## config.mk

```make
export PLATFORM = sky130hd
export DESIGN_NAME = seg7_scan
export DESIGN_NICKNAME = d
export VERILOG_FILES = /design/src/rtl/seg7_pkg.sv /design/src/rtl/seg7_decode.sv /design/src/rtl/seg7_scan.sv
export SDC_FILE = /design/constraint.sdc
export NUM_CORES = 1
export LEC_CHECK = 0
export CAP_MARGIN = 0
export CELL_PAD_IN_SITES_DETAIL_PLACEMENT = 0
export CELL_PAD_IN_SITES_GLOBAL_PLACEMENT = 1
export CORE_MARGIN = 4
export CORE_UTILIZATION = 43
export CTS_BUF_LIST = sky130_fd_sc_hd__clkbuf_4
export DETAILED_ROUTE_END_ITERATION = 6
export PLACE_DENSITY_LB_ADDON = 0.1
export SYNTH_ARGS = -nofsm -noshare
export SYNTH_HDL_FRONTEND = slang
export SYNTH_SLANG_ARGS = --single-unit
```

## constraint.sdc

```tcl
create_clock -name clk -period 3.6 [get_ports clk]
set_clock_uncertainty 0.1 [all_clocks]
set_input_delay 0.72 -clock clk [delete_from_list [all_inputs] [get_ports clk]]
set_output_delay 0.72 -clock clk [all_outputs]
set_load 0.005 [all_outputs]
```

## src/rtl/seg7_pkg.sv

```systemverilog
// Shared constants and the hex-to-segment table for the 8-digit seven-segment scanner.
package seg7_pkg;

    localparam int DIGITS = 8;
    localparam int SEG_W  = 7;

    // Active-low segment pattern, bit 6 = a ... bit 0 = g
    function automatic logic [SEG_W-1:0] hex_to_seg(input logic [3:0] nib);
        logic [SEG_W-1:0] seg;
        case (nib)
            4'h0:    seg = 7'b0000001;
            4'h1:    seg = 7'b1001111;
            4'h2:    seg = 7'b0010010;
            4'h3:    seg = 7'b0000110;
            4'h4:    seg = 7'b1001100;
            4'h5:    seg = 7'b0100100;
            4'h6:    seg = 7'b0100000;
            4'h7:    seg = 7'b0001111;
            4'h8:    seg = 7'b0000000;
            4'h9:    seg = 7'b0000100;
            4'hA:    seg = 7'b0001000;
            4'hB:    seg = 7'b1100000;
            4'hC:    seg = 7'b0110001;
            4'hD:    seg = 7'b1000010;
            4'hE:    seg = 7'b0110000;
            4'hF:    seg = 7'b0111000;
            default: seg = 7'b1111111;
        endcase
        return seg;
    endfunction

endpackage

```

## src/rtl/seg7_decode.sv

```systemverilog
// Combinational nibble to active-low seven-segment decoder.
module seg7_decode
    import seg7_pkg::SEG_W;
    import seg7_pkg::hex_to_seg;
(
    input  logic [3:0]       nibble,
    output logic [SEG_W-1:0] seg
);

    // Table lookup
    always_comb begin
        seg = hex_to_seg(nibble);
    end

endmodule

```

## src/rtl/seg7_scan.sv

```systemverilog
// Multiplexed 8-digit seven-segment scanner with frame-synchronous (tear-free) updates.
module seg7_scan
    import seg7_pkg::SEG_W;
#(
    parameter int SCAN_DIV = 100000,
    parameter int DIGITS   = 8
) (
    input  logic                  clk,
    input  logic                  reset_n,
    input  logic                  wr_en,
    input  logic [4*DIGITS-1:0]   wr_data,
    input  logic [DIGITS-1:0]     blank_mask,
    input  logic [DIGITS-1:0]     dp_mask,
    output logic [DIGITS-1:0]     AN,
    output logic [SEG_W-1:0]      A2G,
    output logic                  DP,
    output logic                  frame_done
);

    localparam int PW    = (SCAN_DIV > 1) ? $clog2(SCAN_DIV) : 1;
    localparam int IDX_W = $clog2(DIGITS);
    localparam logic [PW-1:0]    PRESC_MAX = PW'(SCAN_DIV - 1);
    localparam logic [IDX_W-1:0] IDX_LAST  = IDX_W'(DIGITS - 1);

    logic [PW-1:0]         presc_q, presc_d;
    logic [IDX_W-1:0]      idx_q, idx_d;
    logic [4*DIGITS-1:0]   pend_data_q, pend_data_d, disp_data_q, disp_data_d;
    logic [DIGITS-1:0]     pend_blank_q, pend_blank_d, disp_blank_q, disp_blank_d;
    logic [DIGITS-1:0]     pend_dp_q, pend_dp_d, disp_dp_q, disp_dp_d;
    logic                  pend_flag_q, pend_flag_d;
    logic [DIGITS-1:0]     an_q, an_d;
    logic [SEG_W-1:0]      a2g_q, a2g_d;
    logic                  dp_q, dp_d;
    logic                  frame_done_q, frame_done_d;
    logic                  tick, boundary;
    logic [3:0]            act_nib;
    logic [SEG_W-1:0]      act_seg;

    assign act_nib = disp_data_q[{idx_q, 2'b00} +: 4];

    seg7_decode u_decode (
        .nibble (act_nib),
        .seg    (act_seg)
    );

    // Prescaler, digit index and the double-buffered display registers
    always_comb begin
        tick         = (presc_q == PRESC_MAX);
        boundary     = tick && (idx_q == IDX_LAST);
        presc_d      = tick ? '0 : presc_q + PW'(1);
        idx_d        = tick ? idx_q + IDX_W'(1) : idx_q;
        pend_data_d  = pend_data_q;
        pend_blank_d = pend_blank_q;
        pend_dp_d    = pend_dp_q;
        pend_flag_d  = pend_flag_q;
        disp_data_d  = disp_data_q;
        disp_blank_d = disp_blank_q;
        disp_dp_d    = disp_dp_q;
        // A write landing on the boundary skips the pending stage entirely
        if (boundary && wr_en) begin
            disp_data_d  = wr_data;
            disp_blank_d = blank_mask;
            disp_dp_d    = dp_mask;
            pend_flag_d  = 1'b0;
        end else if (wr_en) begin
            pend_data_d  = wr_data;
            pend_blank_d = blank_mask;
            pend_dp_d    = dp_mask;
            pend_flag_d  = 1'b1;
        end else if (boundary && pend_flag_q) begin
            disp_data_d  = pend_data_q;
            disp_blank_d = pend_blank_q;
            disp_dp_d    = pend_dp_q;
            pend_flag_d  = 1'b0;
        end else begin
            pend_flag_d  = pend_flag_q;
        end
    end

    // Next registered drive for the active digit
    always_comb begin
        an_d         = {DIGITS{1'b1}};
        a2g_d        = {SEG_W{1'b1}};
        dp_d         = 1'b1;
        frame_done_d = boundary;
        if (disp_blank_q[idx_q]) begin
            an_d  = {DIGITS{1'b1}};
            a2g_d = {SEG_W{1'b1}};
            dp_d  = 1'b1;
        end else begin
            an_d  = ~(DIGITS'(1) << idx_q);
            a2g_d = act_seg;
            dp_d  = ~disp_dp_q[idx_q];
        end
    end

    // State registers
    always_ff @(posedge clk or negedge reset_n) begin
        if (!reset_n) begin
            presc_q      <= '0;
            idx_q        <= '0;
            pend_data_q  <= '0;
            pend_blank_q <= {DIGITS{1'b1}};
            pend_dp_q    <= '0;
            pend_flag_q  <= 1'b0;
            disp_data_q  <= '0;
            disp_blank_q <= {DIGITS{1'b1}};
            disp_dp_q    <= '0;
            an_q         <= {DIGITS{1'b1}};
            a2g_q        <= {SEG_W{1'b1}};
            dp_q         <= 1'b1;
            frame_done_q <= 1'b0;
        end else begin
            presc_q      <= presc_d;
            idx_q        <= idx_d;
            pend_data_q  <= pend_data_d;
            pend_blank_q <= pend_blank_d;
            pend_dp_q    <= pend_dp_d;
            pend_flag_q  <= pend_flag_d;
            disp_data_q  <= disp_data_d;
            disp_blank_q <= disp_blank_d;
            disp_dp_q    <= disp_dp_d;
            an_q         <= an_d;
            a2g_q        <= a2g_d;
            dp_q         <= dp_d;
            frame_done_q <= frame_done_d;
        end
    end

    assign AN         = an_q;
    assign A2G        = a2g_q;
    assign DP         = dp_q;
    assign frame_done = frame_done_q;

endmodule

```

### Met2 routing

Bar = 50 um.
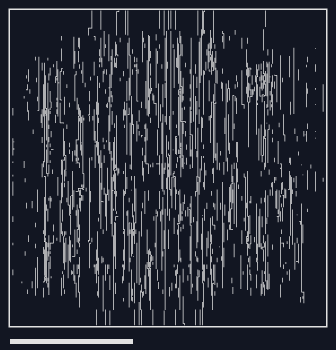
- share of all routed wire: 46%
- main direction: vertical
- longest straight run: 58.8 um
- wire length on this layer: 5980 um
- nets with wire on the layer: 581
routed via count: 4243
grt met2 use: 0.259
Total Wirelength: 13000 um

### Routed clock nets over the placement

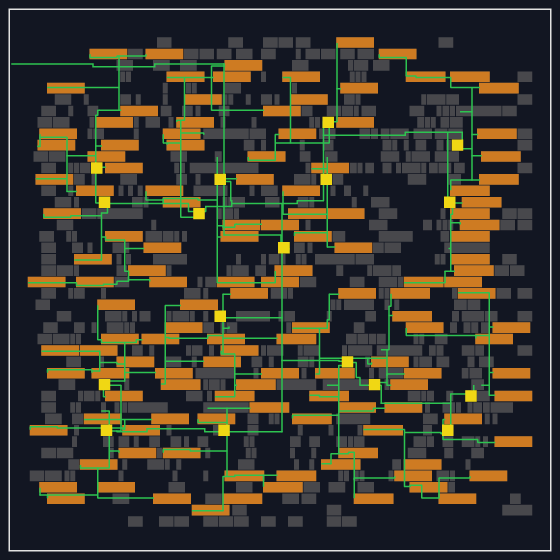
- clock wires: green (length 1740 um)
- clock drivers: yellow (count 17)
- flip-flops: orange (count 134)
- routed clock nets: 18
- flops lie: spread over the die
clock latency reported for the late side of the worst-skew pair: 0.54 ns
power dissipated in the clock network: 1.32 mW
fraction of power consumed by the clock network: 0.401

### Placement view

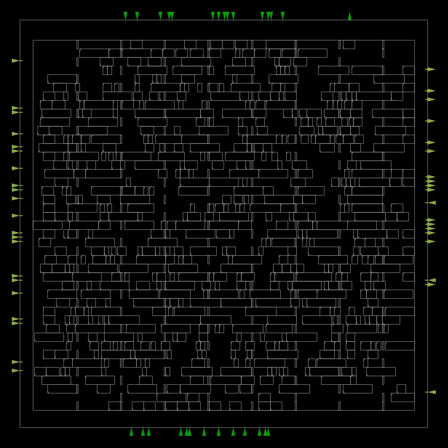
final core occ: 0.528
sequential cell count of the final layout: 134

### Cells colored by class

Bar = 50 um. Fill, decap, tap and diode cells in gray.
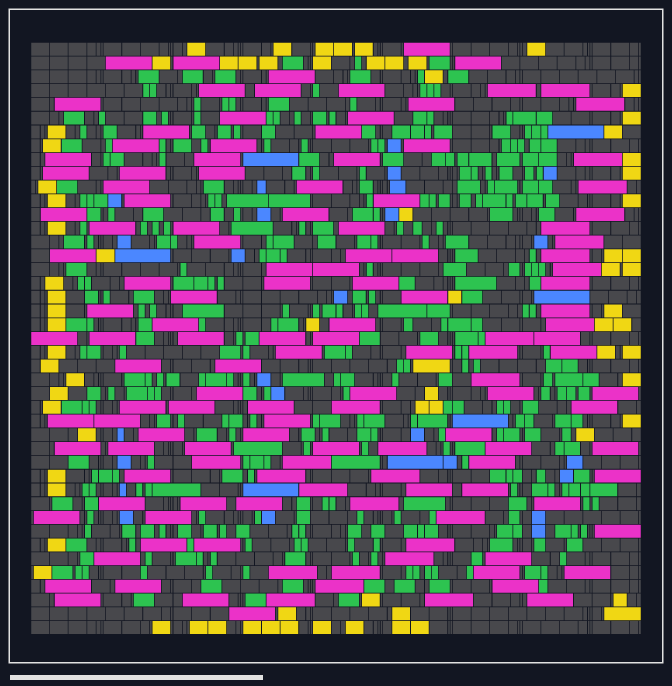
- sequential cells: magenta (cells 134; share of their area 47%)
- clock drivers and dummy loads: blue (cells 32; share of their area 5.4%)
- combinational and other logic: green (cells 393; share of their area 37%)
- remaining buffers and delay cells: yellow (cells 75; share of their area 10%)
flop share of the area: 0.456
core area: 0.0141 mm^2
post-route cell area: 0.00744 mm^2
number of rows created at floorplan: 43

### Power grid

Pins as bars on the die edge. Tap cells in gray.
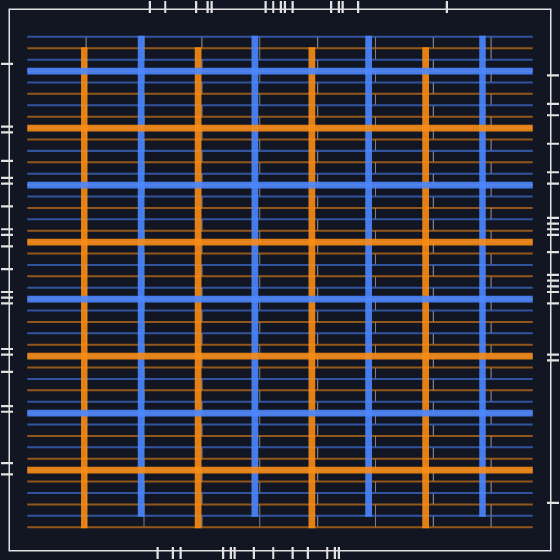
- VSS: orange
- VDD: blue
- met4 straps: 8
- met1 rails: 44
- rows: 43
- met5 straps: 8
IR Drop Worst-Case VDD: 0.226 mV
horizontal die dimension: 129 um
height of the chip: 129 um

==> path summary, 6_finish.rpt <==
path / endpoint / slack, ns / from / cells past startpoint
min in group clk: disp_blank_q[4] / 0.38 / disp_blank_q[4] / 2
max in group asynchronous: pend_data_q[6] / 2.69 / reset_n / 2
worst max-delay path: disp_data_q[4] / 0.67 / idx_q[1] / 7
worst max register to register: disp_data_q[4] / 0.67 / idx_q[1] / 7
worst min-delay path: presc_q[0] / 0.16 / reset_n / 2
worst min register to register: disp_blank_q[4] / 0.38 / disp_blank_q[4] / 2
==> cells by family (layout without fill, tap and decap cells) <==
group	count (synthesis)	count (layout)
AND/OR/NAND/NOR	220	220
flip-flops	134	134
multiplexers	68	68
AND-OR/OR-AND	64	64
buffers and inverters	44	119
XOR/XNOR	16	16
adder cells (fa/ha/maj)	13	13
==> reports/notes.md <==
The flow ran to the end, and the final reports show no timing, DRC or antenna violations. Entering global routing, the biggest net connects 135 pins. The buffering overhead came out at 0.101. Via count of the first global-routing pass: 4320. CTS reports a maximum clock tree buffer depth of 2. Dividing the detail-routed wire length by the instance count gives 15.9 um. The top power consumer group is registers. Per STA, the worst path is made up of ha_1, ha_1, inv_1, or2_1, or3_2, buf_4, o31ai_1.

In this design, the critical path's most frequently occurring cell is sky130_fd_sc_hd__ha_1. The power density of the placed cells was 444 mW/mm^2; the count of TritonRoute iterations in the first routing pass was 4. With the setup slack after layout at 0.674 ns, the mux cell area share after synthesis is 0.143. The share of the final layout cell area in multi-input gates was 0.354.

After floorplanning, the die was sized to cover 0.0166 mm^2. The post-placement cell area is 0.00705 mm^2. The share of synthesized cell area in full adder, half adder and majority cells is 0.0259, and the switching portion of total power is 0.227. The clock edge transition at the registers on the reported setup and hold paths is 0.12 ns. The required time of the worst setup path was 3.94 ns. The detail route stage leaves a number of antenna-violating nets equal to 0. The total of flip-flops plus latches after synthesis was 134. Between the synthesized netlist and the finished layout, the area growth was recorded as 18.5%. Signal routing reaches up to met4.

The dominant combinational cell family by area after synthesis is simple AND/OR/NAND/NOR gates. The simple-gate share of the synthesized area is 0.150. The number of distinct library cell variants in the gate-level netlist after synthesis was 45; the per-instance average area after synthesis was 11.2 um^2. The run gives 0 as the number of antenna violations at the first check in global routing. The kind of launch point of the worst setup path was a register. The logic area was 0.00263 mm^2. The CTS root buffer is sky130_fd_sc_hd__clkbuf_4. Setup repair after global routing left no endpoint under its margin. The cell at the slowest stage of the critical path was sky130_fd_sc_hd__dfrtp_1. The compound-gate portion of the synthesized area is 0.0752. Worst setup slack before clock tree synthesis: 0.652 ns.

The registers reported with the highest flop counts are disp_data_q (32), pend_data_q (32), presc_q (17). With the area share of the largest cell type after synthesis at 0.407, the total of hold buffers inserted after clock tree synthesis is 0. The run gives 0.0515 as the global routing met3 resource utilization. The tools report the sequential share of the synthesized area as 0.541.

The most used routing layer was met2. Detailed-route iteration 0 reported a violation count of 217. As logged by OpenROAD, the buffers inserted on ports number 67. According to the tapcell log, the count of inserted taps is 180.

The transition time of the tightest slew-check pin was 0.983 ns; the number of filler instances in the final layout was 1293. The number of max-cap violations came out at 0. The detailed router reports a met2 wire length of 5980 um. Highest net fanout along the worst path: 96. The first global-routing pass estimated 21900 um of wire.

The run gives 0 as the synthesis warning total. The clock network contribution to total cell area is 0.0525. In the final timing run, aggregate negative setup slack is 0 ns. The run gives 0.445 for the initial standard-cell utilization of the core.

Ranking logic cells in the layout by count gives the top entries sky130_fd_sc_hd__nor2_1, sky130_fd_sc_hd__dfrtp_1, sky130_fd_sc_hd__nand2_1. In the final design, more cell area goes to registers than to any other class. The run gives 0.169 as the total global-route track usage.

The OpenROAD report gives the critical path a data arrival time of 3.27 ns. The run gives 0.097 as the part of the total power dissipated in combinational logic. Broken down by cell family, the worst path's largest delay share belongs to simple AND/OR/NAND/NOR gates. Summing internal, switching and leakage power gives 3.30 mW. Synthesis produced 559 cells.

The cell with the most instances after synthesis is sky130_fd_sc_hd__nor2_1. The run gives 0.765 for the routability congestion estimate from global placement. The power report puts the leakage power at 3.15 nW. In the final layout, excluding clock buffers the buffer count is 75. In the power breakdown, the internal column shows 2.55 mW. Per report_power, the Combinational row totals 0.319 mW. The tools report the clock sink count as 134. For reference, the final report shows the hold violation count at 0.

Leaving out filler cells and counting taps, the final layout contains 814. The met1 track utilization from global routing is 0.234, and the sum of met3 wire segment lengths after detailed routing is 472 um. The post-route fraction of the period consumed by the critical path was 0.813. Summing over the stages, the warning tally comes to 37. Hold timing on the final database bottoms out at a slack of 0.155 ns.

For the TritonCTS buffer count, the log shows 17. The async set-reset flop share out of synthesis is 1.00, and the final max-slew violation count is 0. Type of the worst min-delay path: in -> async. For the total DRC errors in the routed layout, the log shows 0. The share of cells above drive strength 1 works out to 0.216.

Subtracting the final worst setup slack from the clock period gives 2.93 ns. The final layout report lists a non-clock inverter count of 12.
No activity file was given, so power comes from the tool's default toggle rates.
